### Wiring by layer

Scale: 4 px per micron. Two of the layers only.
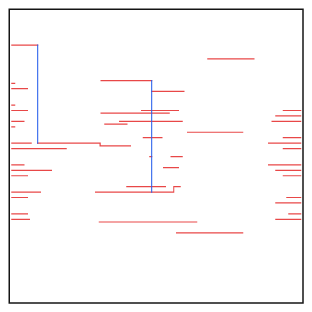
### Routed metal per tile

Scale: 4 px per micron. 15 x 15 tiles, from dark blue (low) to red (high), scaled to the fullest tile. Values are wire area over tile area, all layers added.
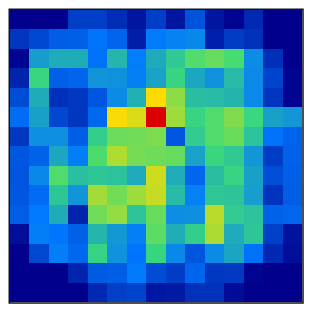
### Cell outlines without signal wires

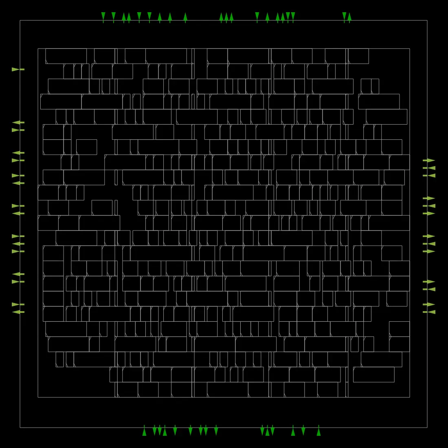
### Sequential cells grouped by signal name

Scale: 8 px per micron. Other sequential cells in the stronger gray, the rest of the logic in the fainter gray.
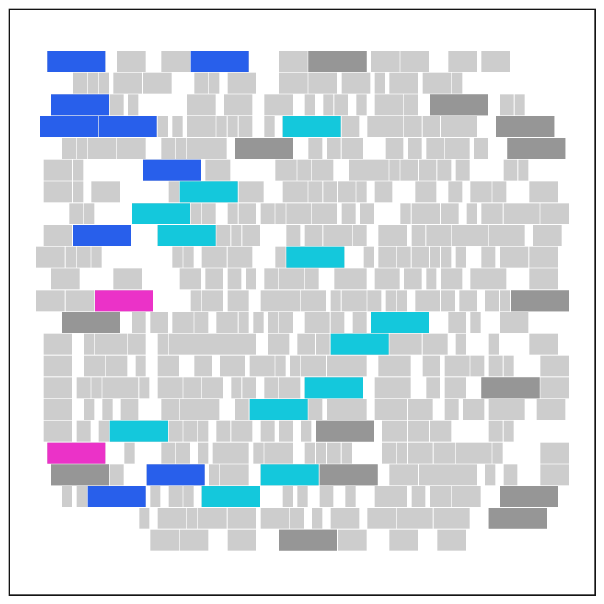
### Wires at chosen ports, followed through buffers

Scale: 6 px per micron.
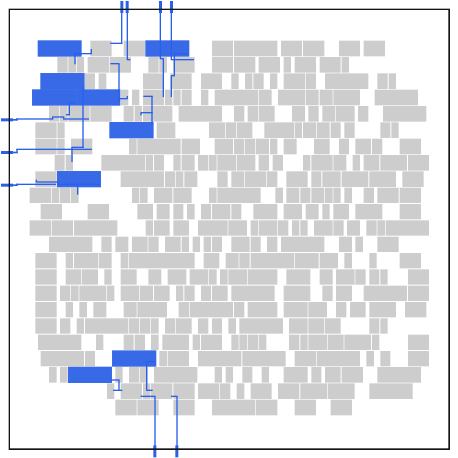
[src/rtl/instruction_fetch.sv]
// Instruction fetch front end: owns the PC, addresses the combinational ROM and holds one
// registered instruction slot handed to decode over a valid/ready handshake.
module instruction_fetch #(
  parameter int unsigned D          = 12,
  parameter int unsigned W          = 9,
  parameter int unsigned START_ADDR = 0
) (
  input  logic         clk,
  input  logic         reset,
  input  logic         start,
  output logic [D-1:0] rom_address,
  input  logic [W-1:0] rom_machine_code,
  output logic [W-1:0] instr,
  output logic [D-1:0] instr_pc,
  output logic         instr_valid,
  input  logic         instr_ready,
  input  logic         branch_en,
  input  logic         branch_rel,
  input  logic [D-1:0] branch_target,
  input  logic         halt,
  output logic         busy,
  output logic         done
);

  localparam logic [D-1:0] StartPc = D'(START_ADDR);

  typedef enum logic [1:0] {StIdle, StFetch, StHalted} state_e;

  state_e         state_q;
  logic [D-1:0]   pc_q;
  logic [D-1:0]   instr_pc_q;
  logic [W-1:0]   instr_q;
  logic           valid_q;
  logic           busy_q;
  logic           done_q;

  logic [D-1:0]   target;
  logic           load;

  // Relative targets add a two's-complement offset; D-bit arithmetic gives the wrap for free.
  always_comb begin
    target = branch_rel ? (instr_pc_q + branch_target) : branch_target;
    load   = !valid_q || instr_ready;
  end

  always_ff @(posedge clk) begin
    if (reset) begin
      state_q    <= StIdle;
      pc_q       <= StartPc;
      instr_q    <= '0;
      instr_pc_q <= '0;
      valid_q    <= 1'b0;
      busy_q     <= 1'b0;
      done_q     <= 1'b0;
    end else begin
      case (state_q)
        StIdle, StHalted: begin
          if (start) begin
            state_q <= StFetch;
            pc_q    <= StartPc;
            valid_q <= 1'b0;
            busy_q  <= 1'b1;
            done_q  <= 1'b0;
          end
        end
        StFetch: begin
          if (halt) begin
            state_q <= StHalted;
            valid_q <= 1'b0;
            busy_q  <= 1'b0;
            done_q  <= 1'b1;
          end else if (branch_en) begin
            // Redirect flushes the slot and skips the load, leaving one bubble.
            pc_q    <= target;
            valid_q <= 1'b0;
          end else if (load) begin
            instr_q    <= rom_machine_code;
            instr_pc_q <= pc_q;
            valid_q    <= 1'b1;
            pc_q       <= pc_q + D'(1);
          end
        end
        default: begin
          state_q <= StIdle;
          valid_q <= 1'b0;
          busy_q  <= 1'b0;
          done_q  <= 1'b0;
        end
      endcase
    end
  end

  assign rom_address = pc_q;
  assign instr       = instr_q;
  assign instr_pc    = instr_pc_q;
  assign instr_valid = valid_q;
  assign busy        = busy_q;
  assign done        = done_q;

endmodule

[config.mk]
export PLATFORM = sky130hd
export DESIGN_NAME = instruction_fetch
export DESIGN_NICKNAME = d
export VERILOG_FILES = /design/src/rtl/instruction_fetch.sv
export SDC_FILE = /design/constraint.sdc
export NUM_CORES = 1
export LEC_CHECK = 0
export CORE_MARGIN = 3
export CORE_UTILIZATION = 52
export CTS_CLUSTER_DIAMETER = 80
export DETAILED_ROUTE_END_ITERATION = 8
export PLACE_DENSITY = 0.86
export SLEW_MARGIN = 20
export SYNTH_ARGS = -nofsm -noshare
export SYNTH_HDL_FRONTEND = slang
export SYNTH_SLANG_ARGS = --single-unit
[constraint.sdc]
create_clock -name clk -period 4.37 [get_ports clk]
set_input_delay 0.874 -clock clk [delete_from_list [all_inputs] [get_ports clk]]
set_output_delay 0.874 -clock clk [all_outputs]
set_load 0.01 [all_outputs]
==> impl_metrics.json <==
{
  "status": "complete, no violations",
  "drc": 0,
  "hpwl_mm": 4.57,
  "worstHoldStart": "instr[2]",
  "r2r_start": "instr_pc[0]",
  "tool_warnings": 26,
  "clock_skew_ns": 0.00210,
  "clock_sinks": 37,
  "worst_pin_slew_ns": 0.827,
  "pre_cts_slack_ns": 1.08,
  "setup_violations": 0,
  "h-tree-depth": 2,
  "fp-row-count": 23,
  "cts_made_buffers": 5,
  "antenna_found_initial": 0,
  "r2r-end": "rom_address[6]",
  "layout_min_cycle_time_ns": 3.00,
  "power_density_nw_per_um2": 254,
  "ys_seq_frac": 0.317,
  "hold_violations": 0,
  "grt_pass1_wl_mm": 10.6,
  "critPathRequiredTime_ns": 4.53,
  "numPortBuffers": 63,
  "die_h_microns": 73.1,
  "floorplan.core_util": 0.560,
  "drt_iter0_markers": 171,
  "path_buffers": 1,
  "peakVddDrop_mv": 0.170,
  "mostFrequentLayoutCells": "clkdlybuf4s50_1, nand2_1, a21oi_1",
  "cap_viol_max_count": 0,
  "boundaryPins": 64,
  "die_x_microns": 73.1,
  "critPathCaptureType": "register",
  "layout_top_cell": "clkdlybuf4s50_1",
  "rsz0062_at_grt": "false",
  "fin_crit_sh": 0.686,
  "yosysChipArea_sq_um": 2340,
  "startpoint_type": "input pin",
  "synth_cell_types": 50,
  "async_flop_share": 0,
  "r2r_slack_ns": 2.03,
  "path_max_fanout": 3,
  "ys_cells": 308,
  "cts_buffer_depth": 2,
  "syn-num-nets": 349,
  "setup_tns_ns": 0,
  "clock_latency_ns": 0.29,
  "root_buffer": "clkbuf_8",
  "via_per_inst": 5.80,
  "ys_ff": 37,
  "grt_start_max_net_pins": 22,
  "grt_pass1_vias": 2283,
  "die-area_sq_um": 5340,
  "setup_slack_ns": 1.37,
  "post_cts_buffers": 0,
  "p_leak_nw": 1.13,
  "core_sq_um": 4170,
  "clk_pin_slew_ns": 0.08,
  "slew_headroom": 0.446,
  "synth_area_sq_um": 2340,
  "syn2layout_area_growth_pct": 32.4,
  "synth_area_per_cell_sq_um": 7.59,
  "edf_count": 0,
  "ys.flop_type": "dfxtp_1",
  "reg2regPathDepth": 8,
  "final_layout_size_suffix_gt1_frac": 0.0546,
  "slew_viol_final": 0,
  "cpLargestDelayFamily": "AND-OR/OR-AND gates",
  "timing.critical_path.mode_cell": "a221oi_1",
  "nNetsFinal": 406,
  "min_to": "instr[2]",
  "cts-resized-gates": 0,
  "gp_congestion": 0.875,
  "hold_class": "reg2reg",
  "worst-endpoint-arrival_ns": 3.16,
  "firstDrtPassIters": 4,
  "synthCells": 308,
  "critical_path_class": "in2reg",
  "path_cells": "clkdlybuf4s50_1, ha_1, fa_1, a21o_1, a221oi_1, xnor2_1, a21oi_1, a221oi_1, nor3_1",
  "fmax_mhz": 333,
  "final_antenna_net_count": 0,
  "cp_slowest_cell": "a221oi_1",
  "whs_path_depth": 2,
  "gr-total-overflow": 0,
  "yosysWarnings": 0,
  "postCtsHoldBufs": 0,
  "cts_tree": "built",
  "diodes": 0,
  "cpPeakStageDelay_ns": 0.46
}
## Picture notes: 'Wiring by layer'
Key: metal 3 = red [wire length 347 microns]; metal 4 = blue [wire length 52.4 microns]
final WL: 6.05 mm
vias: 2411
wire length per cell: 14.5 microns

## Picture notes: 'Routed metal per tile'
The densest ninth of the die: middle. The fullest tile reaches 0.64. The mean over all tiles is 0.18.
gr usage total: 0.245

## Picture notes: 'Cell outlines without signal wires'
num tapcells: 50
registers: 37
Final Util: 0.742

## Picture notes: 'Sequential cells grouped by signal name'
Key: instr = blue [flops 9]; state_q = magenta [flops 2]; rom_address = cyan [flops 12]
Another 14 sequential cells are not colored.
Seq power: 0.000351 W
Flop area: 741 sq um

## Picture notes: 'Wires at chosen ports, followed through buffers'
Key: instr = blue [direction output, edge 4 top, 3 left, 2 bottom, end cells 9, buffers 9, wire 172 microns]

[logic make-up after synthesis]
kind of cell    count (synthesis)  synth area share
compound gates                 94             0.255
xor+xnor                        6            0.0225
flops                          37             0.317
simple gates                  131             0.258
mux                             8            0.0364
fa+ha+maj                      13            0.0728
buf+inv                        19            0.0385
[registers in the layout, summed over array words and instances (netlist names)]
register	cells
state_q	2
instr_pc	12
busy	1
instr	9
rom_address	12
instr_valid	1
[power breakdown]
| group | total (W) | internal (W) | switching, W | leakage (nW) |
|---|---|---|---|---|
| combinational | 0.000120 | 0.0000598 | 0.0000604 | 0.771 |
| sequential | 0.000351 | 0.000344 | 0.00000743 | 0.299 |
| clock | 0.000316 | 0.000186 | 0.000130 | 0.0574 |
| total | 0.000787 | 0.000589 | 0.000198 | 1.13 |
[through the flow]
step | cell area [sq um] | total power [W] | hold slack, ns | instances
floorplan | 2340 | 0.000424 | 0.481 | 308
global placement | 2980 | 0.000476 | 0.441 | 408
detailed placement | 2980 | 0.000478 | 0.448 | 408
CTS | 3100 | 0.000790 | 0.458 | 416
global route | 3100 | 0.000818 | 0.479 | 416
finish | 3100 | 0.000787 | 0.454 | 416
[layout make-up]
cell class              count  area [sq um]
fillers                   354          1080
clock inverters             2          37.5
inverters                   3          11.3
well taps                  50          62.6
clock buffers               6          82.6
repair buffers             66           653
flip-flops and latches     37           741
multi-input cells         252          1510
[synthesized netlist by cell type, types with 4 or more instances]
cell / count / area share
clkbuf_1: 13 / 0.021
nor3_1: 8 / 0.017
mux2_2: 4 / 0.019
nand3_1: 10 / 0.021
mux2i_1: 4 / 0.017
dfxtp_1: 37 / 0.32
ha_1: 12 / 0.064
nand2b_1: 8 / 0.021
o21ai_0: 11 / 0.024
nor2_1: 26 / 0.042
a21oi_1: 40 / 0.086
nor2b_1: 5 / 0.013
a21o_1: 5 / 0.016
nand2_1: 58 / 0.093
xnor2_1: 4 / 0.015
[worst register-to-register path, stage by stage, from the launching register on]
cell and delay [ns]:
dfxtp_1 0.33, ha_1 0.24, fa_1 0.41, a21o_1 0.21, a221oi_1 0.46, xnor2_1 0.18
a21oi_1 0.08, a221oi_1 0.24, nor3_1 0.07
[worst max path at each step]
stage | from | end | slack, ns | depth (start not counted)
2_1_floorplan | branch_target[0] | rom_address[6] | 1.68 | 8
3_3_place_gp | branch_target[0] | rom_address[6] | 1.09 | 9
3_5_place_dp | branch_target[0] | rom_address[6] | 1.08 | 9
4_1_cts | branch_target[0] | rom_address[6] | 1.38 | 9
5_1_grt | branch_target[0] | rom_address[6] | 1.21 | 9
6_report | branch_target[0] | rom_address[6] | 1.37 | 9
[routing by layer]
metal  vias up  global-route usage  share of wire
li1       1226                   -              -
met1      1121               0.339           0.45
met2        58               0.391           0.48
met3         6              0.0441          0.057
met4         0              0.0676         0.0086
met5         -                   0              0
Power is estimated from default activity; no workload was simulated.
